--- config.mk ---
export PLATFORM = sky130hd
export DESIGN_NAME = pll_ctrl_flat
export DESIGN_NICKNAME = d
export VERILOG_FILES = /design/src/rtl/pll_ctrl_pkg.sv /design/src/rtl/pll_ctrl_if.sv /design/src/rtl/pll_ctrl_timer.sv /design/src/rtl/pll_ctrl.sv /design/src/flat_wrapper.sv
export SDC_FILE = /design/constraint.sdc
export NUM_CORES = 1
export LEC_CHECK = 0
export ABC_AREA = 1
export CORE_MARGIN = 5
export CORE_UTILIZATION = 45
export DETAILED_ROUTE_END_ITERATION = 10
export PLACE_DENSITY = 0.76
export SYNTH_ARGS = -nofsm -noshare
export SYNTH_HDL_FRONTEND = slang
export SYNTH_SLANG_ARGS = --single-unit
--- constraint.sdc ---
create_clock -name rclk -period 2.2 [get_ports rclk]
set_clock_uncertainty 0.05 [all_clocks]
set_input_delay 0.33 -clock rclk [delete_from_list [all_inputs] [get_ports rclk]]
set_output_delay 0.33 -clock rclk [all_outputs]
set_load 0.03 [all_outputs]
--- src/rtl/pll_ctrl_pkg.sv ---
// Shared types and helpers for the PLL supervisor: state encoding, field widths,
// and the multiplier mapping applied before fbdiv reaches pll_core.
package pll_ctrl_pkg;

  typedef enum logic [2:0] {
    IDLE,
    SETTLE,
    ACQUIRE,
    LOCKED,
    ERROR
  } pll_ctrl_state_e;

  localparam int FBDIV_W = 8;
  localparam int RETRY_W = 2;
  localparam logic [RETRY_W-1:0] RETRY_SAT = '1;

  // pll_core cannot divide by zero, so a zero request is run as x1.
  function automatic logic [FBDIV_W-1:0] fbdiv_map(input logic [FBDIV_W-1:0] fbdiv);
    return (fbdiv == '0) ? FBDIV_W'(1) : fbdiv;
  endfunction

endpackage

--- src/rtl/pll_ctrl_if.sv ---
// System-control and pll_core facing signals of the PLL supervisor.
// master = the system/PLL side driving requests and lock; slave = pll_ctrl.
interface pll_ctrl_if;
  import pll_ctrl_pkg::*;

  logic               req_en;
  logic [FBDIV_W-1:0] req_fbdiv;
  logic               pll_lock;
  logic               pll_en;
  logic [FBDIV_W-1:0] pll_fbdiv;
  logic               ready;
  logic               busy;
  logic               err_timeout;
  logic               lock_lost;
  logic [RETRY_W-1:0] retry_cnt;

  modport master (
    output req_en, req_fbdiv, pll_lock,
    input  pll_en, pll_fbdiv, ready, busy, err_timeout, lock_lost, retry_cnt
  );

  modport slave (
    input  req_en, req_fbdiv, pll_lock,
    output pll_en, pll_fbdiv, ready, busy, err_timeout, lock_lost, retry_cnt
  );

endinterface

--- src/rtl/pll_ctrl_timer.sv ---
// Loadable down-counter shared by the settle and lock-timeout windows.
// Stops at zero instead of wrapping; expire flags the last cycle of a window.
module pll_ctrl_timer #(
  parameter int TIMER_W = 11
) (
  input  logic               rclk,
  input  logic               rst,
  input  logic               i_load,
  input  logic [TIMER_W-1:0] i_load_val,
  output logic               o_expire
);

  logic [TIMER_W-1:0] r_cnt;

  always_ff @(posedge rclk) begin
    if (rst) begin
      r_cnt <= '0;
    end else if (i_load) begin
      r_cnt <= i_load_val;
    end else if (r_cnt != '0) begin
      r_cnt <= r_cnt - TIMER_W'(1);
    end
  end

  assign o_expire = (r_cnt == TIMER_W'(1));

endmodule

--- src/rtl/pll_ctrl.sv ---
// PLL supervisor: programs fbdiv, enables pll_core, waits for lock with bounded
// retries, and re-acquires on lock loss or a multiplier change. All outputs registered.
module pll_ctrl
  import pll_ctrl_pkg::*;
#(
  parameter int SETTLE_CYCLES       = 4,
  parameter int LOCK_TIMEOUT_CYCLES = 1024,
  parameter int MAX_RETRIES         = 2,
  parameter int TIMER_W             = 11
) (
  input  logic       rclk,
  input  logic       rst,
  pll_ctrl_if.slave  bus
);

  localparam logic [TIMER_W-1:0] SETTLE_LD = TIMER_W'(SETTLE_CYCLES);
  localparam logic [TIMER_W-1:0] LOCK_LD   = TIMER_W'(LOCK_TIMEOUT_CYCLES);

  pll_ctrl_state_e    r_state;
  logic               r_pll_en;
  logic [FBDIV_W-1:0] r_pll_fbdiv;
  logic               r_ready;
  logic               r_busy;
  logic               r_err_timeout;
  logic               r_lock_lost;
  logic [RETRY_W-1:0] r_retry_cnt;

  pll_ctrl_state_e    w_nxt_state;
  logic [FBDIV_W-1:0] w_nxt_fbdiv;
  logic               w_nxt_lock_lost;
  logic [RETRY_W-1:0] w_nxt_retry_cnt;
  logic               w_tmr_load;
  logic [TIMER_W-1:0] w_tmr_load_val;
  logic               w_tmr_expire;
  logic [FBDIV_W-1:0] w_fbd_mapped;
  logic               w_fbd_change;
  logic               w_retry_left;

  function automatic logic [RETRY_W-1:0] retry_sat_inc(input logic [RETRY_W-1:0] cnt);
    return (cnt == RETRY_SAT) ? cnt : cnt + RETRY_W'(1);
  endfunction

  pll_ctrl_timer #(
    .TIMER_W (TIMER_W)
  ) u_timer (
    .rclk       (rclk),
    .rst        (rst),
    .i_load     (w_tmr_load),
    .i_load_val (w_tmr_load_val),
    .o_expire   (w_tmr_expire)
  );

  assign w_fbd_mapped = fbdiv_map(bus.req_fbdiv);
  assign w_fbd_change = (w_fbd_mapped != r_pll_fbdiv);
  assign w_retry_left = (int'(r_retry_cnt) < MAX_RETRIES);

  always_comb begin
    w_nxt_state     = r_state;
    w_nxt_fbdiv     = r_pll_fbdiv;
    w_nxt_lock_lost = r_lock_lost;
    w_nxt_retry_cnt = r_retry_cnt;
    w_tmr_load      = 1'b0;
    w_tmr_load_val  = SETTLE_LD;

    if (!bus.req_en) begin
      w_nxt_state     = IDLE;
      w_nxt_lock_lost = 1'b0;
      w_nxt_retry_cnt = '0;
    end else if (w_fbd_change &&
                 (r_state == SETTLE || r_state == ACQUIRE || r_state == LOCKED)) begin
      // New multiplier: drop en in the same cycle fbdiv moves, then settle again.
      w_nxt_state     = SETTLE;
      w_nxt_fbdiv     = w_fbd_mapped;
      w_nxt_retry_cnt = '0;
      w_tmr_load      = 1'b1;
      w_tmr_load_val  = SETTLE_LD;
    end else begin
      unique case (r_state)
        IDLE: begin
          w_nxt_state     = SETTLE;
          w_nxt_fbdiv     = w_fbd_mapped;
          w_nxt_lock_lost = 1'b0;
          w_nxt_retry_cnt = '0;
          w_tmr_load      = 1'b1;
          w_tmr_load_val  = SETTLE_LD;
        end
        SETTLE: begin
          if (w_tmr_expire) begin
            w_nxt_state    = ACQUIRE;
            w_tmr_load     = 1'b1;
            w_tmr_load_val = LOCK_LD;
          end
        end
        ACQUIRE: begin
          // Lock is checked first so a lock on the final timeout cycle still counts.
          if (bus.pll_lock) begin
            w_nxt_state = LOCKED;
          end else if (w_tmr_expire) begin
            if (w_retry_left) begin
              w_nxt_state     = SETTLE;
              w_nxt_retry_cnt = retry_sat_inc(r_retry_cnt);
              w_tmr_load      = 1'b1;
              w_tmr_load_val  = SETTLE_LD;
            end else begin
              w_nxt_state = ERROR;
            end
          end
        end
        LOCKED: begin
          if (!bus.pll_lock) begin
            w_nxt_state     = ACQUIRE;
            w_nxt_lock_lost = 1'b1;
            w_nxt_retry_cnt = '0;
            w_tmr_load      = 1'b1;
            w_tmr_load_val  = LOCK_LD;
          end
        end
        ERROR: begin
          w_nxt_state = ERROR;
        end
        default: begin
          w_nxt_state = IDLE;
        end
      endcase
    end
  end

  always_ff @(posedge rclk) begin
    if (rst) begin
      r_state       <= IDLE;
      r_pll_en      <= 1'b0;
      r_pll_fbdiv   <= FBDIV_W'(1);
      r_ready       <= 1'b0;
      r_busy        <= 1'b0;
      r_err_timeout <= 1'b0;
      r_lock_lost   <= 1'b0;
      r_retry_cnt   <= '0;
    end else begin
      r_state       <= w_nxt_state;
      r_pll_en      <= (w_nxt_state == ACQUIRE) || (w_nxt_state == LOCKED);
      r_pll_fbdiv   <= w_nxt_fbdiv;
      r_ready       <= (w_nxt_state == LOCKED);
      r_busy        <= (w_nxt_state == SETTLE) || (w_nxt_state == ACQUIRE);
      r_err_timeout <= (w_nxt_state == ERROR);
      r_lock_lost   <= w_nxt_lock_lost;
      r_retry_cnt   <= w_nxt_retry_cnt;
    end
  end

  assign bus.pll_en      = r_pll_en;
  assign bus.pll_fbdiv   = r_pll_fbdiv;
  assign bus.ready       = r_ready;
  assign bus.busy        = r_busy;
  assign bus.err_timeout = r_err_timeout;
  assign bus.lock_lost   = r_lock_lost;
  assign bus.retry_cnt   = r_retry_cnt;

endmodule

--- src/flat_wrapper.sv ---
// flat-port wrapper written by rule: the top's interface ports become plain ports
module pll_ctrl_flat import pll_ctrl_pkg::*;
#(
  parameter int SETTLE_CYCLES       = 4,
  parameter int LOCK_TIMEOUT_CYCLES = 1024,
  parameter int MAX_RETRIES         = 2,
  parameter int TIMER_W             = 11
)
  (rclk, rst, bus_req_en, bus_req_fbdiv, bus_pll_lock, bus_pll_en, bus_pll_fbdiv, bus_ready, bus_busy, bus_err_timeout, bus_lock_lost, bus_retry_cnt);
  pll_ctrl_if bus_i ();
  input  logic rclk;
  input  logic rst;
  input wire logic [$bits(bus_i.req_en)-1:0] bus_req_en;
  input wire logic [$bits(bus_i.req_fbdiv)-1:0] bus_req_fbdiv;
  input wire logic [$bits(bus_i.pll_lock)-1:0] bus_pll_lock;
  output wire logic [$bits(bus_i.pll_en)-1:0] bus_pll_en;
  output wire logic [$bits(bus_i.pll_fbdiv)-1:0] bus_pll_fbdiv;
  output wire logic [$bits(bus_i.ready)-1:0] bus_ready;
  output wire logic [$bits(bus_i.busy)-1:0] bus_busy;
  output wire logic [$bits(bus_i.err_timeout)-1:0] bus_err_timeout;
  output wire logic [$bits(bus_i.lock_lost)-1:0] bus_lock_lost;
  output wire logic [$bits(bus_i.retry_cnt)-1:0] bus_retry_cnt;
  assign bus_i.req_en = bus_req_en;
  assign bus_i.req_fbdiv = bus_req_fbdiv;
  assign bus_i.pll_lock = bus_pll_lock;
  assign bus_pll_en = bus_i.pll_en;
  assign bus_pll_fbdiv = bus_i.pll_fbdiv;
  assign bus_ready = bus_i.ready;
  assign bus_busy = bus_i.busy;
  assign bus_err_timeout = bus_i.err_timeout;
  assign bus_lock_lost = bus_i.lock_lost;
  assign bus_retry_cnt = bus_i.retry_cnt;
  pll_ctrl #(.SETTLE_CYCLES(SETTLE_CYCLES), .LOCK_TIMEOUT_CYCLES(LOCK_TIMEOUT_CYCLES), .MAX_RETRIES(MAX_RETRIES), .TIMER_W(TIMER_W)) u_core (.rclk(rclk), .rst(rst), .bus(bus_i));
endmodule
==> datasheet_impl.txt <==
Summary of implementation characteristics

Parameter                              Value

Run status
  Status    finished clean

Final layout
  Sequential cell count    29
  Post-layout instance count excluding filler cells    322
  Invs w/o clock    37
  Number of flip-flops in the largest register    11
  Clock-cell share of area    0.0405
  Combinational Gates    173
  Number of nets in the layout    289
  Layout overhead on the synthesized area    23.7%
  ANT cells    0
  Seq area share    0.284
  Reg area    581 um2
  Commonest non-fill, non-tap cells in the layout    sky130_fd_sc_hd__nor2_1, sky130_fd_sc_hd__nand2_1, sky130_fd_sc_hd__inv_1
  Total of fill cells in the finished design    364
  Non-CTS buffers    27
  Register ranked first by flip-flop count    u_core.u_timer.r_cnt
  Clock tree buffer count of the final layout    6
  Area taken by multi-input logic gates    911 um2
  Share of final-layout standard cells stronger than drive strength 1    0.117
  Most frequently placed logic cell in the final layout    sky130_fd_sc_hd__nor2_1
  Largest cell class by area    logic gates
  Layout non-clock buf frac    0.131
  Fraction of area in multi-input gates    0.446

Timing
  Final Cycle Share    0.871
  Highest achievable clock rate    522 MHz
  Setup repair after global routing missed its margin    false
  Max_slew headroom    0.722
  Clock period minus final worst setup slack    1.92 ns
  Setup-failing EPs final    0
  Number of max-slew violations in the final report    0
  Tightest Pin Transition    0.415 ns
  Final count of hold timing violations    0
  Summed negative setup slack over all endpoints    0 ns

Logic synthesis
  Number of enable-type register cells in the synthesized netlist    0
  Total cell area reported by yosys after synthesis    1650 um2
  Register share after synthesis    0.352
  Async SR Flop Fraction    0
  Post-Syn Nets    258
  Most used DFF post-synth    sky130_fd_sc_hd__dfxtp_1
  Cell taking the most area after synthesis    sky130_fd_sc_hd__dfxtp_1
  Synthesized netlist cell count    242
  Most frequent cells after synthesis    sky130_fd_sc_hd__nor2_1, sky130_fd_sc_hd__nand2_1, sky130_fd_sc_hd__inv_1, sky130_fd_sc_hd__dfxtp_1, sky130_fd_sc_hd__nand3_1
  Largest cells by area after synthesis    sky130_fd_sc_hd__dfxtp_1, sky130_fd_sc_hd__nor2_1, sky130_fd_sc_hd__nand2_1
  Most frequently used cell type in the post-synthesis netlist    sky130_fd_sc_hd__nor2_1
  Top area contributor share    0.352
  Total of warnings raised by yosys    0
  Flops after synth    29
  Post-Syn Area per Cell    6.81 um2
  Cell Type Count    28

Setup path
  CP dominant cell by count    sky130_fd_sc_hd__nand2_1
  Crit path required time    2.31 ns
  Critical Path Sink Type    register
  Worst Path Buf+Inv    3
  Number of cells on the critical path    14
  Data arrival, critical path    2.02 ns
  Critical Path, Cell by Cell    clkdlybuf4s50_1 -> inv_1 -> nand2_1 -> nand2_1 -> nor2_1 -> nand2_1 -> nor2_1 -> nand3_1 -> nand2_2 -> nand2_1 -> nand2_2 -> inv_2 -> nand2_1 -> nand3_1
  Destination of the worst register-to-register timing path    u_core.u_timer.r_cnt[7]
  Worst-path fanout max    9
  Worst setup endpoint    u_core.bus.pll_fbdiv[0]
  Start-to-end type of the worst setup path    primary input to register
  Reg-to-reg slack, setup    0.44 ns
  CP delay by family, top    simple AND/OR/NAND/NOR gates
  Delay of the slowest critical-path stage    0.53 ns
  Worst setup SP type    primary input
  Critical Path Source    bus_req_fbdiv[4]

Clock network
  Clock tree root buffer cell    sky130_fd_sc_hd__clkbuf_8
  CTS clock-pin slew for the worst setup and hold paths    0.07 ns
  Number of clock buffers inserted by TritonCTS    5
  CTS resizes    0
  Post CTS Setup Buffer Count    0
  TritonCTS clock tree    yes
  Post-CTS Hold Buffers    0
  Buffers from clock root to sink, at most    2
  Later-pin clock latency in the skew report    0.28 ns
  Clock sink count    29
  Maximum level of the CTS H-tree    2

Job
  Tool Warnings    28
  Max_cap viols    0

Power and ir drop
  Leakage dissipation    0.000935 uW
  PwrDens    1040 nW/um2
  Peak supply drop    0.424 mV
  Sum of internal, switching and leakage power    2130 uW

Route
  Met3 layer wire length in the routed design    117 um
  Highest metal used    met4
  Length of routed met2 wiring    1670 um
  Total vias in the final route    1514
  DRC violation total after the first TritonRoute iteration    70
  Count of unresolved DRC violations after routing    0
  Detailed-route wire length per cell    10.7 um
  Remaining number of nets flagged by the antenna check after routing    0
  Met1 wire length    1600 um
  TritonRoute pass-1 iters    4
  WL final    3440 um

Floorplan
  Floorplan-stage core utilization    0.457
  Chip area    4980 um2
  Die W    70.5 um
  Core region area    3610 um2
  Chip height    70.5 um
  Num ports    27
  Number of tapcells    48
  Rows    22

Global routing
  Global-route wire length before repair    5980 um
  Met1 Use GR    0.172
  Leftover overflow at the end of global routing    0
  Total routing resource utilization after global routing    0.147
  Largest net degree at the start of global routing    13
  Global-route met3 utilization    0.0398
  Number of antenna violations at the first check in global routing    0
  Layer with the highest usage after global routing    met2
  Via count of the first global-routing pass    1446

Placed design
  Placed cells    314
  Routability congestion estimate    0.817
  Tally of buffers added on design ports    26
  Post-DP HPWL    2710 um

Hold path
  Worst Hold Depth    2
  Beginning of the worst hold path    u_core.u_timer.r_cnt[1]
  Min-delay worst type    register to register
  Hold worst-path end    u_core.u_timer.r_cnt[1]
-- metrics by stage --
step                instance area [um2]   util  setup slack (ns)  hold slack [ns]
global placement                   1960  0.543            0.0356            0.427
detailed placement                 1960  0.543           -0.0217            0.435
CTS                                2040  0.566             0.267            0.445
floorplan                          1650      -             0.546            0.408
global route                       2040  0.566            0.0663            0.478
finish                             2040  0.566             0.283            0.446
-- logic make-up (layout without fill, tap and decap cells) --
kind of cell	after synthesis	count (layout)	synth area share
simple gates	136	136	0.387
buf+inv	40	72	0.0956
compound gates	20	20	0.0660
xor+xnor	13	13	0.0690
flops	29	29	0.352
fa+ha+maj	4	4	0.0304
-- report_power, final --
part / internal, uW / switching [uW] / total [uW]
Clock: 219 / 203 / 422
Sequential: 617 / 83.6 / 700
Combinational: 407 / 598 / 1000
Total: 1240 / 885 / 2130
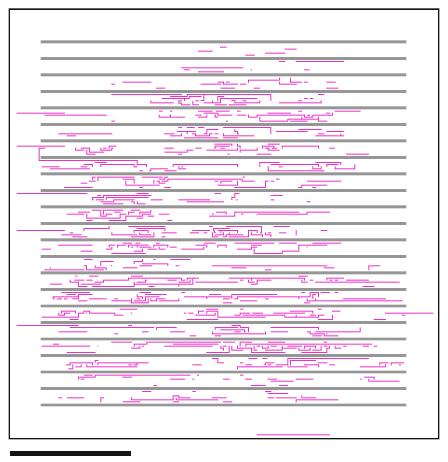
*Signal wires on met1*
The bar under the picture is 20 um long. Supply wires on this layer in gray.
The layer carries 1600 um of wire. The longest straight run is 20.7 um. The wires run mostly horizontal. 268 nets have wire on it.

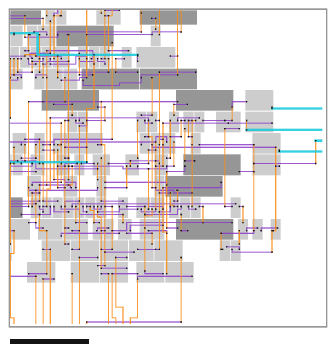
*Zoomed window*
The bar under the picture is 10 um long. Region (31, 0) to (71, 40) um. Cells in gray, sequential cells in the stronger gray; small squares are vias.
Orange stands for met2. Purple stands for met1. Cyan stands for met3.
Sequential cells in the window: 10. Netlist names of flops here include `u_core.bus.pll_fbdiv` (7), `u_core.u_timer.r_cnt` (3). 96 logic cells have their middle in the window. Most frequent: nor2_1 (24), nand2_1 (15), clkdlybuf4s50_1 (14).

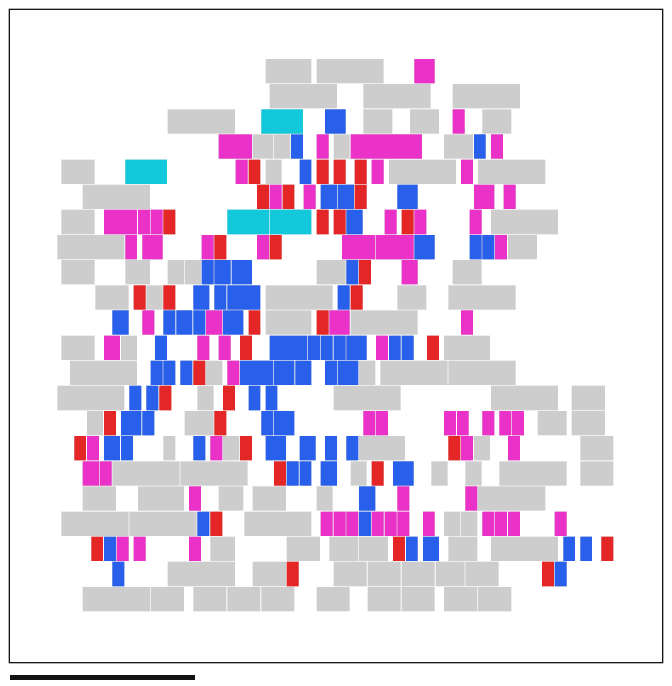
*Gate-type map*
The bar under the picture is 20 um long.
Red stands for inverters, cells 37, most used inv_1. Magenta stands for NOR gates, cells 66, most used nor2_1. Blue stands for NAND gates, cells 69, most used nand2_1. Cyan stands for adder and majority cells, cells 4, most used ha_1.

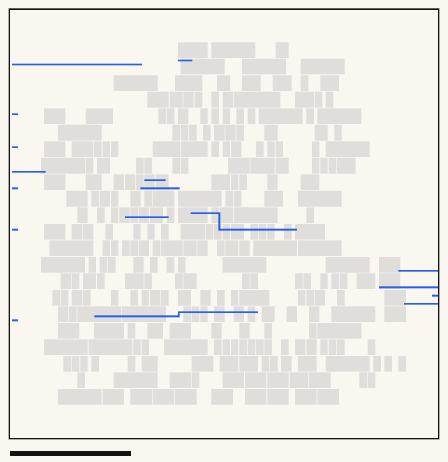
*Signal wires on met3*
The bar under the picture is 20 um long. Cells faint in the background.
The layer holds 3.4% of the routed length. The wires run mostly horizontal. The layer carries 117 um of wire. The longest straight run is 21.2 um.

Power figures rest on the tool's default switching activity, not on a simulated workload.
